## src/rtl/imem_dump_reader.sv

```systemverilog
// Instruction-memory read-back engine: walks an address range on the synchronous
// read port and streams {addr, data, last} beats to a valid/ready sink.
module imem_dump_reader #(
    parameter int unsigned ADDR_W = 32,
    parameter int unsigned DATA_W = 16,
    parameter int unsigned CNT_W  = 16
) (
    input  logic              clk,
    input  logic              reset_n,
    input  logic              start,
    input  logic [ADDR_W-1:0] base_addr,
    input  logic [CNT_W-1:0]  word_count,
    output logic              busy,
    output logic              done,
    output logic              mem_rd_en,
    output logic [ADDR_W-1:0] mem_rd_addr,
    input  logic [DATA_W-1:0] mem_rd_data,
    output logic              out_valid,
    input  logic              out_ready,
    output logic [DATA_W-1:0] out_data,
    output logic [ADDR_W-1:0] out_addr,
    output logic              out_last
);
    localparam int unsigned FIFO_DEPTH = 2;

    typedef enum logic [1:0] {IDLE, READ, FLUSH, FIN} state_t;

    typedef struct packed {
        logic [DATA_W-1:0] data;
        logic [ADDR_W-1:0] addr;
        logic              last;
    } entry_t;

    state_t                      state_q, state_d;
    logic [ADDR_W-1:0]           rd_ptr_q, rd_ptr_d;
    logic [CNT_W-1:0]            remaining_q, remaining_d;
    logic                        inflight_q, inflight_d;
    logic [ADDR_W-1:0]           inf_addr_q, inf_addr_d;
    logic                        inf_last_q, inf_last_d;
    entry_t [FIFO_DEPTH-1:0]     fifo_q, fifo_d;
    logic                        wr_idx_q, wr_idx_d;
    logic                        rd_idx_q, rd_idx_d;
    logic [1:0]                  count_q, count_d;
    logic                        done_q, done_d;
    logic                        busy_q, busy_d;

    logic                        accept;
    logic                        issue;
    logic                        pop;
    logic                        drained;
    logic [1:0]                  occ;

    assign out_valid = (count_q != 2'd0);
    assign out_data  = fifo_q[rd_idx_q].data;
    assign out_addr  = fifo_q[rd_idx_q].addr;
    assign out_last  = fifo_q[rd_idx_q].last;
    assign busy      = busy_q;
    assign done      = done_q;

    assign pop     = out_valid & out_ready;
    assign occ     = count_q + 2'(inflight_q);
    // done_q marks the cycle after FIN, which still counts as busy
    assign accept  = (state_q == IDLE) & start & ~done_q;
    assign drained = ~inflight_q & ((count_q == 2'd0) | ((count_q == 2'd1) & pop));

    // State register
    always_ff @(posedge clk or negedge reset_n) begin
        if (!reset_n) begin
            state_q <= IDLE;
        end else begin
            state_q <= state_d;
        end
    end

    // Next-state logic
    always_comb begin
        state_d = state_q;
        case (state_q)
            IDLE:    if (accept) state_d = (word_count != '0) ? READ : FIN;
            READ:    if (issue && (remaining_q == CNT_W'(1))) state_d = FLUSH;
            FLUSH:   if (drained) state_d = FIN;
            FIN:     state_d = IDLE;
            default: state_d = IDLE;
        endcase
    end

    // Read issue: credit counts buffered plus in-flight words, a same-cycle pop frees one
    always_comb begin
        issue       = 1'b0;
        mem_rd_en   = 1'b0;
        mem_rd_addr = '0;
        if ((state_q == READ) && (remaining_q != '0) &&
            ((occ < 2'(FIFO_DEPTH)) || pop)) begin
            issue       = 1'b1;
            mem_rd_en   = 1'b1;
            mem_rd_addr = rd_ptr_q;
        end
    end

    // Pointer, in-flight tracking and FIFO update
    always_comb begin
        rd_ptr_d    = rd_ptr_q;
        remaining_d = remaining_q;
        inflight_d  = issue;
        inf_addr_d  = inf_addr_q;
        inf_last_d  = inf_last_q;
        fifo_d      = fifo_q;
        wr_idx_d    = wr_idx_q;
        rd_idx_d    = rd_idx_q;
        count_d     = count_q + 2'(inflight_q) - 2'(pop);
        done_d      = (state_q == FIN);
        busy_d      = (state_d != IDLE) || (state_q == FIN);

        if (accept) begin
            rd_ptr_d    = base_addr;
            remaining_d = word_count;
        end else if (issue) begin
            rd_ptr_d    = rd_ptr_q + ADDR_W'(1);
            remaining_d = remaining_q - CNT_W'(1);
            inf_addr_d  = rd_ptr_q;
            inf_last_d  = (remaining_q == CNT_W'(1));
        end

        if (inflight_q) begin
            fifo_d[wr_idx_q].data = mem_rd_data;
            fifo_d[wr_idx_q].addr = inf_addr_q;
            fifo_d[wr_idx_q].last = inf_last_q;
            wr_idx_d              = ~wr_idx_q;
        end
        if (pop) begin
            rd_idx_d = ~rd_idx_q;
        end
    end

    always_ff @(posedge clk or negedge reset_n) begin
        if (!reset_n) begin
            rd_ptr_q    <= '0;
            remaining_q <= '0;
            inflight_q  <= 1'b0;
            inf_addr_q  <= '0;
            inf_last_q  <= 1'b0;
            fifo_q      <= '0;
            wr_idx_q    <= 1'b0;
            rd_idx_q    <= 1'b0;
            count_q     <= 2'd0;
            done_q      <= 1'b0;
            busy_q      <= 1'b0;
        end else begin
            rd_ptr_q    <= rd_ptr_d;
            remaining_q <= remaining_d;
            inflight_q  <= inflight_d;
            inf_addr_q  <= inf_addr_d;
            inf_last_q  <= inf_last_d;
            fifo_q      <= fifo_d;
            wr_idx_q    <= wr_idx_d;
            rd_idx_q    <= rd_idx_d;
            count_q     <= count_d;
            done_q      <= done_d;
            busy_q      <= busy_d;
        end
    end

endmodule

```

## config.mk

```make
export PLATFORM = sky130hd
export DESIGN_NAME = imem_dump_reader
export DESIGN_NICKNAME = d
export VERILOG_FILES = /design/src/rtl/imem_dump_reader.sv
export SDC_FILE = /design/constraint.sdc
export NUM_CORES = 1
export LEC_CHECK = 0
export CELL_PAD_IN_SITES_DETAIL_PLACEMENT = 0
export CELL_PAD_IN_SITES_GLOBAL_PLACEMENT = 1
export CORE_UTILIZATION = 42
export DETAILED_ROUTE_END_ITERATION = 16
export GPL_ROUTABILITY_DRIVEN = 0
export MAX_ROUTING_LAYER = met4
export PLACE_DENSITY = 0.85
export SYNTH_ARGS = -nofsm -noshare
export SYNTH_HDL_FRONTEND = slang
export SYNTH_SLANG_ARGS = --single-unit
```

## constraint.sdc

```tcl
create_clock -name clk -period 3.4 [get_ports clk]
set_input_delay 0.68 -clock clk [delete_from_list [all_inputs] [get_ports clk]]
set_output_delay 0.68 -clock clk [all_outputs]
set_load 0.01 [all_outputs]
```

==> impl_metrics.yaml <==
# yosys + openroad results
cells_and_area:
  design_area_sq_mm: 0.0117
  num-multi-input-gates: 492
  fin_util_pct: 57.0
  seq_area_sq_mm: 0.00471
  fillers: 1816
  area.growth.synth_to_final_pct: 31.5
  dominant_cells: "sequential cells"
  buffer_area_share_pct: 17.3
  sh_comb_area_pct: 33.8
setup_path:
  worstRegToRegCells: 9
  worst_setup_path_end_kind: "output pin"
  cp_slowest_cell: "or4_4"
  cp_max_fo: 15
  r2r_slack_ns: 0.61
  required_ns: 2.72
  arrival_ns: 2.66
  crit_chain: "or4_4, or4_4, buf_12, and3_1, dlygate4sd2_1"
  crit_type: "reg2out"
  rr_startpoint: "remaining_q[8]$_DFFE_PN0P_"
cts:
  post_cts_resized: 61
  clock_sinks: 188
  cts_hold_buffers: 0
  numCtsBuffers: 17
  cts_buffer_depth: 2
  htreeDepth: 4
  worstSkewPairLatency_ns: 0.43
final_timing:
  fin_worst_skew_ns: 0.0137
  finalCritPeriodShare_pct: 98.1
  whs_ns: 0.269
  final_max_slew_viol_count: 0
  setup_violations: 0
place:
  port_buffers: 152
  hpwlAfterDp_um: 16400
  placed_cell_area_sq_mm: 0.0109
  place_ws_ns: -0.0720
drt:
  drt_first_iter_violations: 339
  postRouteWirelength_um: 23600
logic_synthesis:
  synth.largest_area_cell: "dfrtp_1"
  synthArstFlopShare_pct: 100
  yosysTopAreaCellShare_pct: 53.1
  ff_type: "dfrtp_1"
  ys_top_cells_by_count: "dfrtp_1, mux2_2, nand2_1"
  synthCells: 740
  yosysChipArea_sq_mm: 0.00886
  ys_ff: 188
power:
  switching_power_w: 0.00457
  power_leader: "combinational logic"
  finalPower_w: 0.0122
  leakagePower_nw: 5.41
  p_seq_w: 0.00406
floorplan:
  ios: 153
  die_x_um: 147
  die.size.y_um: 147
  core_util_floorplan_pct: 43.4
  rows: 52
global_route:
  gr-total-overflow: 0
  grt_usage_pct: 23.1
min_path:
  hp-class: "in2async"
run_status:
  status: "completed"
## kinds of logic (layout without fill, tap and decap cells)
family | Yosys count | after routing | synth area share (%)
xor+xnor | 7 | 7 | 0.692
compound gates | 133 | 133 | 11.1
fa+ha+maj | 5 | 5 | 0.706
mux | 148 | 148 | 18.8
other cells | 0 | 2 | 0
flops | 188 | 188 | 53.1
buf+inv | 60 | 253 | 3.08
simple gates | 199 | 199 | 12.5
## registers in the layout, summed over array words and instances, names as in the netlist
name and cells:
wr_idx_q 1, count_q 2, inf_last_q 1, busy 1
remaining_q 16, inf_addr_q 32, state_q 2, inflight_q 1
rd_idx_q 1, done 1, rd_ptr_q 32, fifo_q 98
## worst max-delay path by stage
| stage | start | endpoint | slack, ns | depth (start not counted) |
|---|---|---|---|---|
| floorplan | remaining_q[0]$_DFFE_PN0P_ | mem_rd_addr[0] | 0.55 | 7 |
| global placement | out_ready | mem_rd_en | -0.03 | 8 |
| detailed placement | out_ready | mem_rd_addr[16] | -0.07 | 7 |
| CTS | remaining_q[0]$_DFFE_PN0P_ | mem_rd_addr[26] | 0.003 | 8 |
| global route | remaining_q[8]$_DFFE_PN0P_ | mem_rd_addr[14] | -0.0003 | 5 |
| finish | remaining_q[8]$_DFFE_PN0P_ | mem_rd_addr[7] | 0.06 | 5 |
## routing by layer
| layer | vias up | part of all wire, % | wire length (um) |
|---|---|---|---|
| li1 | 3130 | - | - |
| met1 | 3377 | 45 | 10700 |
| met2 | 211 | 48 | 11300 |
| met3 | 25 | 5.2 | 1220 |
| met4 | 0 | 1.6 | 379 |
| met5 | - | 0 | 0 |
## worst register-to-register path, delay by kind of cell, from the launching register on
kind	cells	cell delay, ns
DFF	1	0.44
AOI/OAI and AO/OA	2	0.50
buffers and inverters	4	0.48
and+or+nand+nor	3	1.25
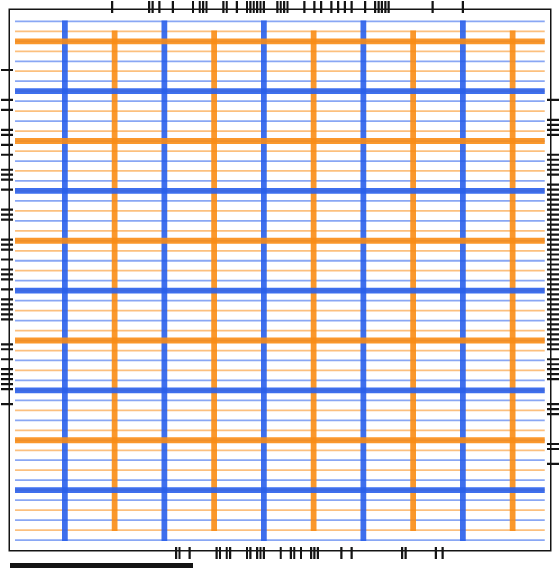
*Supply network*
Bar = 50 um. Pins as bars on the die edge.
VSS -> blue
VDD -> orange
met1 rails = 53
rows = 52
signal pins = 153
met5 straps = 10

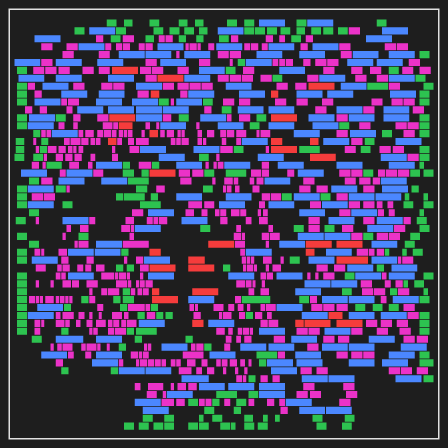
*Placement by cell class*
remaining logic cells -> magenta  # cells 507, share of their area 35%
registers -> blue  # cells 188, share of their area 42%
remaining buffers and delay cells -> green  # cells 206, share of their area 18%
clock drivers and dummy loads -> red  # cells 32, share of their area 5.3%

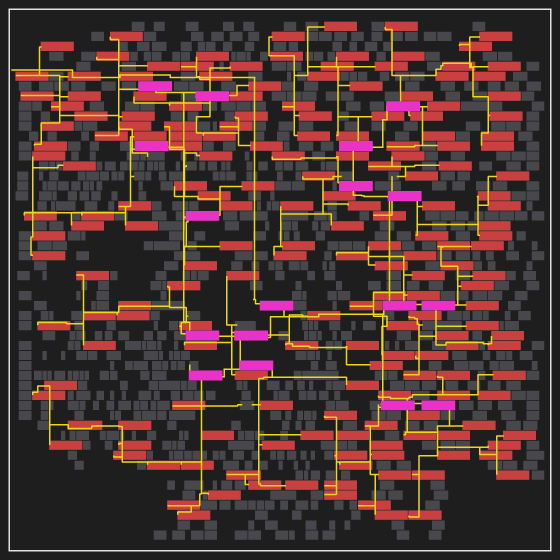
*Clock wires, drivers and flops*
clock wires -> yellow  # length 2230 um
clock-net drivers -> magenta  # count 17
flip-flops -> red  # count 188
routed clock nets = 18
Clk power: 0.00201 W
Clk pwr share: 16.5%

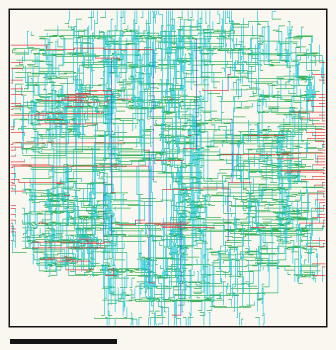
*Metal layers overlaid*
Bar = 50 um.
M1 -> green  # wire length 10700 um
M4 -> blue  # wire length 379 um
M2 -> cyan  # wire length 11300 um
M3 -> red  # wire length 1220 um

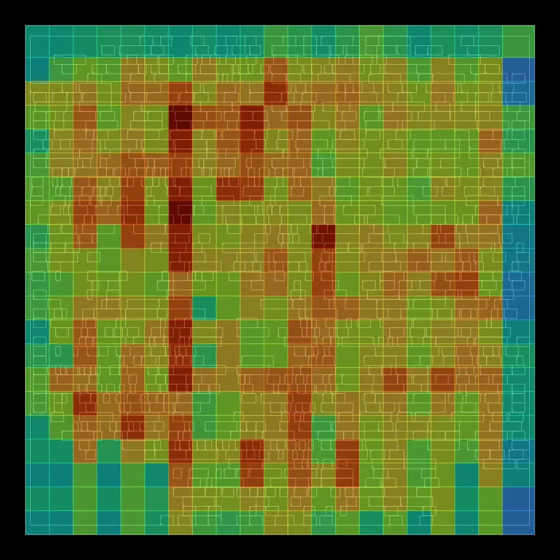
*Track usage over the die*
Most Crowded Layer GR: met2
met3 usage: 3.88%
Wirelength per Cell: 19.6 um

Power is estimated from default activity; no workload was simulated.
